<file path="src/rtl/imem_program_loader_pkg.sv">
// -----------------------------------------------------------------------------
// loader_pkg
// Shared definitions for imem_program_loader and its checksum helper:
//   - loader_state_e : sequencer states
//   - header field positions (payload length in the upper half, base address
//     in the low ADRS_W bits)
//   - LEN_W          : width of the payload length field
// -----------------------------------------------------------------------------
package loader_pkg;

    typedef enum logic [2:0] {
        ST_HDR   = 3'd0,
        ST_LOAD  = 3'd1,
        ST_CHK   = 3'd2,
        ST_DRAIN = 3'd3,
        ST_RUN   = 3'd4,
        ST_ERR   = 3'd5
    } loader_state_e;

    localparam int LEN_W    = 16;
    localparam int LEN_LSB  = 16;
    localparam int LEN_MSB  = LEN_LSB + LEN_W - 1;
    localparam int BASE_LSB = 0;

    // States in which the loader still owns the memory write port.
    function automatic logic state_is_busy(input loader_state_e st);
        return (st == ST_HDR) || (st == ST_LOAD) || (st == ST_CHK) || (st == ST_DRAIN);
    endfunction

endpackage

</file>
<file path="src/rtl/imem_program_loader_if.sv">
// -----------------------------------------------------------------------------
// imem_program_loader_if
// Word stream into the program loader (valid/ready handshake).
//   s_valid : word valid        (master -> slave)
//   s_data  : stream word       (master -> slave)
//   s_ready : word accepted when s_valid && s_ready (slave -> master)
// Modports: master (host link side), slave (loader side).
// -----------------------------------------------------------------------------
interface imem_program_loader_if #(
    parameter int DATA_SIZE = 32
) ();

    logic                 s_valid;
    logic [DATA_SIZE-1:0] s_data;
    logic                 s_ready;

    modport master (
        output s_valid,
        output s_data,
        input  s_ready
    );

    modport slave (
        input  s_valid,
        input  s_data,
        output s_ready
    );

endinterface

</file>
<file path="src/rtl/imem_program_loader_checksum.sv">
// -----------------------------------------------------------------------------
// loader_checksum
// Running DATA_SIZE-bit wrap-around sum of payload words, with a compare
// against the checksum word presented on cmp_data.
//   clk, rst_n : clock, asynchronous active-low reset
//   clear      : restart the sum at zero (takes priority over acc_en)
//   acc_en     : add data into the running sum
//   data       : payload word to accumulate
//   cmp_data   : checksum word to compare
//   match      : cmp_data equals the running sum (combinational)
// -----------------------------------------------------------------------------
module loader_checksum #(
    parameter int DATA_SIZE = 32
) (
    input  logic                 clk,
    input  logic                 rst_n,
    input  logic                 clear,
    input  logic                 acc_en,
    input  logic [DATA_SIZE-1:0] data,
    input  logic [DATA_SIZE-1:0] cmp_data,
    output logic                 match
);

    logic [DATA_SIZE-1:0] sum_q;

    always_ff @(posedge clk or negedge rst_n) begin
        if (!rst_n) begin
            sum_q <= '0;
        end else if (clear) begin
            sum_q <= '0;
        end else if (acc_en) begin
            sum_q <= sum_q + data;
        end
    end

    assign match = (cmp_data == sum_q);

endmodule

</file>
<file path="src/rtl/imem_program_loader.sv">
// -----------------------------------------------------------------------------
// imem_program_loader
// Boot/reload sequencer for the multicore CPU memory write port. Takes a
// framed word stream (header, payload[, checksum]) and turns each payload word
// into a registered memory write one cycle after it is accepted. cpu_en is
// held low while programming and rises once the load and the drain delay are
// complete.
//
// Header word: len = s_data[31:16] (payload words), base = s_data[ADRS_W-1:0].
//
// Optional feature: define LOADER_CHECKSUM_EN to require one checksum word
// (wrap-around sum of the payload) after the payload; a mismatch goes to ERR.
//
// Ports:
//   sys_clk        system clock, rising edge
//   resetn         asynchronous active-low reset
//   s (slave)      word stream: s_valid, s_data, s_ready
//   reload         1-cycle pulse: drop cpu_en and wait for a new header
//   w_enable       memory write strobe (registered)
//   w_adrs         memory write address (registered)
//   w_instruction  memory write data (registered)
//   cpu_en         core run enable (registered)
//   busy           high in HDR/LOAD/CHK/DRAIN
//   error          high in ERR, cleared by reload
// -----------------------------------------------------------------------------
module imem_program_loader
    import loader_pkg::*;
#(
    parameter int DATA_SIZE    = 32,
    parameter int ADRS_W       = 11,
    parameter int DRAIN_CYCLES = 2
) (
    input  logic                  sys_clk,
    input  logic                  resetn,
    imem_program_loader_if.slave  s,
    input  logic                  reload,
    output logic                  w_enable,
    output logic [ADRS_W-1:0]     w_adrs,
    output logic [DATA_SIZE-1:0]  w_instruction,
    output logic                  cpu_en,
    output logic                  busy,
    output logic                  error
);

    localparam longint unsigned DEPTH   = 64'd1 << ADRS_W;
    localparam int              DRAIN_W = (DRAIN_CYCLES < 1) ? 1 : $clog2(DRAIN_CYCLES + 1);

    loader_state_e      state_q;
    logic [LEN_W-1:0]   len_q;
    logic [LEN_W-1:0]   cnt_q;
    logic [ADRS_W-1:0]  addr_q;
    logic [DRAIN_W-1:0] drain_q;

    logic               ready;
    logic               accept;
    logic [LEN_W-1:0]   hdr_len;
    logic [ADRS_W-1:0]  hdr_base;
    logic               hdr_oversize;
    logic               last_word;

    assign ready  = ((state_q == ST_HDR) || (state_q == ST_LOAD) || (state_q == ST_CHK)) && !reload;
    assign accept = s.s_valid && ready;

    assign s.s_ready = ready;
    assign busy      = state_is_busy(state_q);

    assign hdr_len      = s.s_data[LEN_MSB:LEN_LSB];
    assign hdr_base     = s.s_data[BASE_LSB +: ADRS_W];
    // A full-depth image (len == DEPTH) is legal; anything longer would overwrite itself.
    assign hdr_oversize = 64'(hdr_len) > DEPTH;
    assign last_word    = (cnt_q == (len_q - LEN_W'(1)));

`ifdef LOADER_CHECKSUM_EN
    logic sum_clear;
    logic sum_acc;
    logic sum_match;

    assign sum_clear = reload || ((state_q == ST_HDR) && accept);
    assign sum_acc   = (state_q == ST_LOAD) && accept;

    loader_checksum #(
        .DATA_SIZE (DATA_SIZE)
    ) u_checksum (
        .clk      (sys_clk),
        .rst_n    (resetn),
        .clear    (sum_clear),
        .acc_en   (sum_acc),
        .data     (s.s_data),
        .cmp_data (s.s_data),
        .match    (sum_match)
    );
`endif

    always_ff @(posedge sys_clk or negedge resetn) begin
        if (!resetn) begin
            state_q       <= ST_HDR;
            len_q         <= '0;
            cnt_q         <= '0;
            addr_q        <= '0;
            drain_q       <= '0;
            w_enable      <= 1'b0;
            w_adrs        <= '0;
            w_instruction <= '0;
            cpu_en        <= 1'b0;
            error         <= 1'b0;
        end else begin
            // A write strobe only ever lasts the cycle after its accept.
            w_enable <= 1'b0;

            if (reload) begin
                state_q <= ST_HDR;
                cnt_q   <= '0;
                drain_q <= '0;
                cpu_en  <= 1'b0;
                error   <= 1'b0;
            end else begin
                unique case (state_q)
                    ST_HDR: begin
                        if (accept) begin
                            len_q   <= hdr_len;
                            addr_q  <= hdr_base;
                            cnt_q   <= '0;
                            drain_q <= '0;
                            if (hdr_oversize) begin
                                state_q <= ST_ERR;
                                error   <= 1'b1;
                            end else if (hdr_len == '0) begin
`ifdef LOADER_CHECKSUM_EN
                                state_q <= ST_CHK;
`else
                                state_q <= ST_DRAIN;
`endif
                            end else begin
                                state_q <= ST_LOAD;
                            end
                        end
                    end

                    ST_LOAD: begin
                        if (accept) begin
                            w_enable      <= 1'b1;
                            w_adrs        <= addr_q;
                            w_instruction <= s.s_data;
                            // Address wraps naturally at the ADRS_W boundary.
                            addr_q        <= addr_q + ADRS_W'(1);
                            cnt_q         <= cnt_q + LEN_W'(1);
                            if (last_word) begin
`ifdef LOADER_CHECKSUM_EN
                                state_q <= ST_CHK;
`else
                                state_q <= ST_DRAIN;
`endif
                            end
                        end
                    end

`ifdef LOADER_CHECKSUM_EN
                    ST_CHK: begin
                        if (accept) begin
                            if (sum_match) begin
                                state_q <= ST_DRAIN;
                            end else begin
                                state_q <= ST_ERR;
                                error   <= 1'b1;
                            end
                        end
                    end
`endif

                    // The DRAIN entry cycle is the last write cycle itself, so
                    // RUN follows DRAIN_CYCLES further idle cycles.
                    ST_DRAIN: begin
                        if (drain_q == DRAIN_W'(DRAIN_CYCLES)) begin
                            state_q <= ST_RUN;
                            cpu_en  <= 1'b1;
                        end else begin
                            drain_q <= drain_q + DRAIN_W'(1);
                        end
                    end

                    ST_RUN: begin
                        cpu_en <= 1'b1;
                    end

                    ST_ERR: begin
                        cpu_en <= 1'b0;
                        error  <= 1'b1;
                    end

                    default: begin
                        state_q <= ST_HDR;
                    end
                endcase
            end
        end
    end

endmodule
</file>
<file path="src/flat_wrapper.sv">
// flat-port wrapper written by rule: the top's interface ports become plain ports
module imem_program_loader_flat import loader_pkg::*;
#(
    parameter int DATA_SIZE    = 32,
    parameter int ADRS_W       = 11,
    parameter int DRAIN_CYCLES = 2
)
  (sys_clk, resetn, reload, w_enable, w_adrs, w_instruction, cpu_en, busy, error, s_s_valid, s_s_data, s_s_ready);
  imem_program_loader_if #(.DATA_SIZE(DATA_SIZE)) s_i ();
  input  logic sys_clk;
  input  logic resetn;
  input  logic reload;
  output logic w_enable;
  output logic [ADRS_W-1:0] w_adrs;
  output logic [DATA_SIZE-1:0] w_instruction;
  output logic cpu_en;
  output logic busy;
  output logic error;
  input wire logic [$bits(s_i.s_valid)-1:0] s_s_valid;
  input wire logic [$bits(s_i.s_data)-1:0] s_s_data;
  output wire logic [$bits(s_i.s_ready)-1:0] s_s_ready;
  assign s_i.s_valid = s_s_valid;
  assign s_i.s_data = s_s_data;
  assign s_s_ready = s_i.s_ready;
  imem_program_loader #(.DATA_SIZE(DATA_SIZE), .ADRS_W(ADRS_W), .DRAIN_CYCLES(DRAIN_CYCLES)) u_core (.sys_clk(sys_clk), .resetn(resetn), .s(s_i), .reload(reload), .w_enable(w_enable), .w_adrs(w_adrs), .w_instruction(w_instruction), .cpu_en(cpu_en), .busy(busy), .error(error));
endmodule
</file>
<file path="config.mk">
export PLATFORM = sky130hd
export DESIGN_NAME = imem_program_loader_flat
export DESIGN_NICKNAME = d
export VERILOG_FILES = /design/src/rtl/imem_program_loader_pkg.sv /design/src/rtl/imem_program_loader_if.sv /design/src/rtl/imem_program_loader_checksum.sv /design/src/rtl/imem_program_loader.sv /design/src/flat_wrapper.sv
export SDC_FILE = /design/constraint.sdc
export NUM_CORES = 1
export LEC_CHECK = 0
export ABC_CLOCK_PERIOD_IN_PS = 5900
export CAP_MARGIN = 20
export CORE_ASPECT_RATIO = 0.6
export CORE_MARGIN = 4
export CORE_UTILIZATION = 49
export CTS_CLUSTER_DIAMETER = 120
export CTS_CLUSTER_SIZE = 10
export DETAILED_ROUTE_END_ITERATION = 12
export GPL_TIMING_DRIVEN = 0
export PLACE_DENSITY = 0.78
export SETUP_SLACK_MARGIN = 0.4
export SLEW_MARGIN = 20
export SYNTH_ARGS = -nofsm -noshare
export SYNTH_HDL_FRONTEND = slang
export SYNTH_SLANG_ARGS = --single-unit
</file>
<file path="constraint.sdc">
create_clock -name sys_clk -period 5.9 [get_ports sys_clk]
set_input_delay 0.59 -clock sys_clk [delete_from_list [all_inputs] [get_ports sys_clk]]
set_output_delay 0.59 -clock sys_clk [all_outputs]
set_load 0.02 [all_outputs]
</file>
==> run_1/placed.png <==
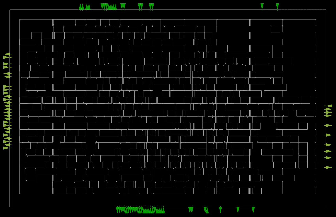
Core Rows: 27
registers: 94
final core occ: 64.9%
# fillers: 692
sequential portion of the cell area: 39.6%

==> run_1/sizing.png <==
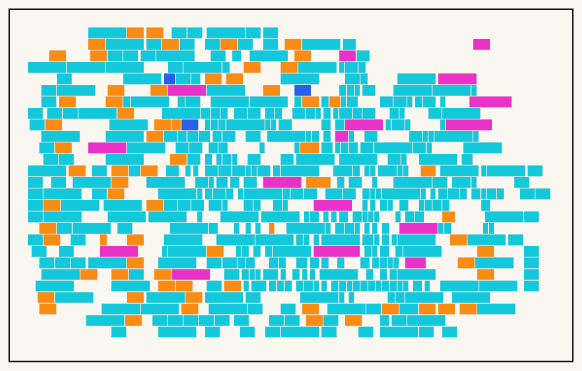
legend:
  blue:
    size: x3 and x4
    cells: 3
    share: 0.57%
  magenta:
    size: x6 and larger
    cells: 16
    share: 3.1%
  orange:
    size: x2
    cells: 68
    share: 13%
  cyan:
    size: x1 and smaller
    cells: 436
    share: 83%

==> reports/qor.yml, run 1 <==
grt_pass1_vias: 3582
detail_route.wl_per_cell_um: 17.8
worstPathArrival_ns: 3.38
die_area_mm2: 0.0110
routed_wl_um: 11600
synth.most_common_cell: "dfrtp_1"
setup_viol: 0
routed.top_layer: "met4"
fin_ws_ns: 2.74
ys_area_mm2: 0.00459
ys_warn_count: 0
drive_above_1_share_pct: 16.6
drt_iter0_drc: 396
min_period_ns: 3.16
grt_max_degree: 57
ys.flop_type: "dfrtp_1"
cts_setup_buffers: 0
seqCellArea_mm2: 0.00235
grt_use_met1_pct: 33.7
p_seq_mw: 1.11
cts.reportedPaths.clkPinSlew_ns: 0.07
via_count: 3726
cts_buffers: 9
cp_num_buf_inv: 1
grt.met3_usage_pct: 5.87
drt-vias-per-instance: 5.71
outcome: "complete, no violations"
mostFrequentLayoutCell: "dfrtp_1"
r2r_cells: 7
hold_buffers: 0
swShare_pct: 37.1
wl_met3_um: 886
postSynthCellCount: 423
powerClk_uw: 624
top_area_share_pct: 51.3
drc: 0
yosys_cells: 423
power_leakage_nw: 2.46
stdcell_area_mm2: 0.00594
fin_total_pwr_mw: 3.06
regToRegSetupSlack_ns: 2.74
cap_violations: 0
common_cells: "dfrtp_1 (94), mux2_2 (59), nor2_1 (40)"
peakVddDrop_mv: 0.319
simple_gate_area_share_pct: 14.9
fp_nets: 463
warning_count: 26
crit_chain: "buf_6 > or4_4 > or3_4 > a2111oi_0 > o21ai_0 > o41ai_2 > mux2_1"
area_delta_synth_final_pct: 29.5
==> run_1/pinout.png <==
Bar = 50 µm. Pins as bars across the die edge, other pins in grey.
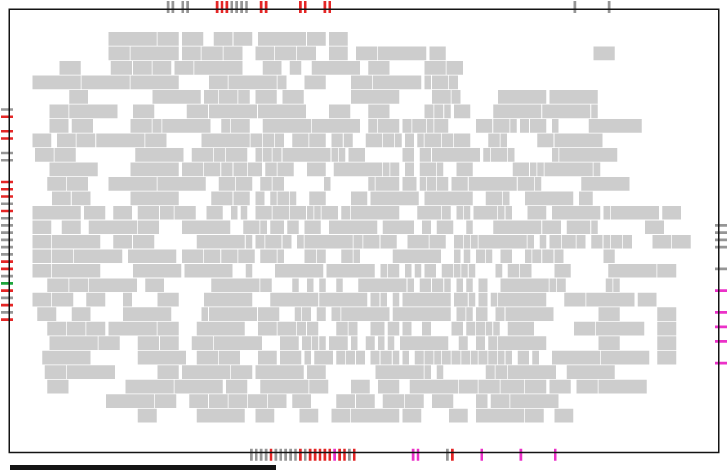
legend:
  magenta:
    port: `w_adrs`
    pins: 11
    direction: output
    edge: 6 south, 5 east
  green:
    port: `w_enable`
    pins: 1
    direction: output
    edge: west
  red:
    port: `s_s_data`
    pins: 32
    direction: input
    edge: 12 west, 11 south, 9 north
Port Buf Inserts: 83
Die Width: 133 µm
die height: 82.9 µm

==> run 1: area by class of cell <==
cell class	count	area share [%]
plain buffers	20	1.39
clock buffers	11	4.09
clock inverters	5	1.37
inverters	10	0.632
multi-input cells	299	35.7
flip-flops and latches	94	39.6
well taps	130	2.74
repair buffers	84	14.5
==> run 1: sequential cells by signal (all words and copies together), names as in the netlist <==
| name | count |
|---|---|
| u_core.w_adrs | 11 |
| u_core.state_q | 3 |
| u_core.w_instruction | 32 |
| u_core.error | 1 |
| u_core.len_q | 16 |
| u_core.cnt_q | 16 |
| u_core.addr_q | 11 |
| u_core.cpu_en | 1 |
| u_core.w_enable | 1 |
| u_core.drain_q | 2 |
==> run 2, diff against run 1 <==
--- a/config.mk
+++ b/config.mk
@@ -5,16 +5,16 @@
 export SDC_FILE = /design/constraint.sdc
 export NUM_CORES = 1
 export LEC_CHECK = 0
-export ABC_CLOCK_PERIOD_IN_PS = 5900
+export ABC_CLOCK_PERIOD_IN_PS = 2600
 export CAP_MARGIN = 20
 export CORE_ASPECT_RATIO = 0.6
 export CORE_MARGIN = 4
-export CORE_UTILIZATION = 49
+export CORE_UTILIZATION = 47
 export CTS_CLUSTER_DIAMETER = 120
 export CTS_CLUSTER_SIZE = 10
 export DETAILED_ROUTE_END_ITERATION = 12
 export GPL_TIMING_DRIVEN = 0
-export PLACE_DENSITY = 0.78
+export PLACE_DENSITY = 0.79
 export SETUP_SLACK_MARGIN = 0.4
 export SLEW_MARGIN = 20
 export SYNTH_ARGS = -nofsm -noshare
==> constraint.sdc (replaced) <==
create_clock -name sys_clk -period 2.6 [get_ports sys_clk]
set_input_delay 0.26 -clock sys_clk [delete_from_list [all_inputs] [get_ports sys_clk]]
set_output_delay 0.26 -clock sys_clk [all_outputs]
set_load 0.02 [all_outputs]
==> run 2 against run 1 <==
Net effect:
- wire length up 0.88%
- critical endpoint unchanged
- sequential power up 130%
- count of clock-buffer cells in the layout down 1
- the run now ends with negative setup slack left
- highest routed layer unchanged
- core utilization down 0.89 points
- cell area up 0.44%
==> reports/qor.yml, run 2 <==
outcome: "complete, but fails checks"
violations: "negative setup slack"
die_area_mm2: 0.0115  # +3.9%
cts_setup_buffers: 4  # +4
die_h_um: 84.5  # +1.9%
yosys_cells: 423  # unchanged
top_area_share_pct: 51.3  # unchanged
fin_ws_ns: -0.332  # -3.07 ns
regToRegSetupSlack_ns: -0.33  # -3.07 ns
via_count: 3825  # +2.7%
fin_total_pwr_mw: 6.87  # +120%
drt_iter0_drc: 412  # +4.0%
largest_reg_flops: 32  # unchanged
synth.most_common_cell: "dfrtp_1"
ys_warn_count: 0  # unchanged
grt_pass1_vias: 3712  # +3.6%
comb_share_pct: 35.6  # -0.094 points
die_w_um: 136  # +2.0%
setup_viol: 2  # +2
clock_area_share_pct: 4.89  # -0.57 points
simple_gate_area_share_pct: 14.9  # unchanged
common_cells: "dfrtp_1 (94), mux2_2 (59), nor2_1 (40)"
[run 2: cell counts after synthesis]
Identical to the previous run, type by type.
[run 2: routing by layer]
layer / track usage [%] / wire length [µm] / up-vias
li1: - / - / 1727
met2: 30.2 / 5080 / 208
met1: 32.0 / 5400 / 1869
met4: 6.04 / 169 / 0
met3: 5.09 / 1080 / 21
met5: 0 / 0 / -
[run 2: worst max-delay path: cells and delay by family, from the launching register on]
kind | cells | cell delay [ns]
mux | 1 | 0.36
simple gates | 4 | 1.40
flops | 1 | 0.37
buf+inv | 1 | 0.11
compound gates | 2 | 0.58
[run 2: power by group]
part	total (mW)	internal (mW)	switching, mW
clock network	1.28	0.690	0.591
registers	2.51	2.04	0.474
logic	3.08	1.51	1.57
==> run_2/placed.png <==
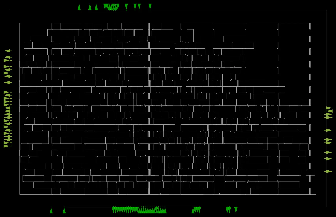
n_taps: 130
final core occ: 64.0%
core area: 0.00932 mm²
sequential portion of the cell area: 39.4%

==> run_2/util_map.png <==
14 x 8 tiles, from white (low) to dark blue (high), 0 to 100% covered.
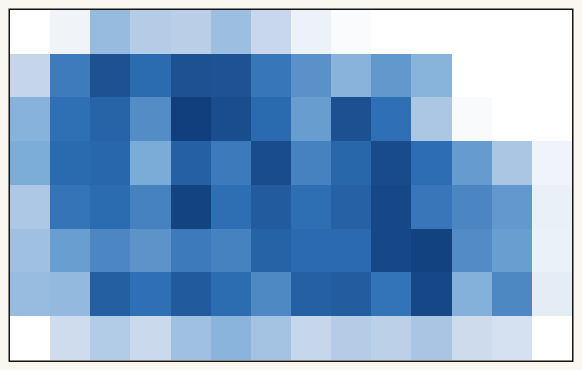
fullest tile: 94%
emptiest ninth of the die: north-east
tiles over 75% full: 29%

No activity file was given, so power comes from the tool's default toggle rates.
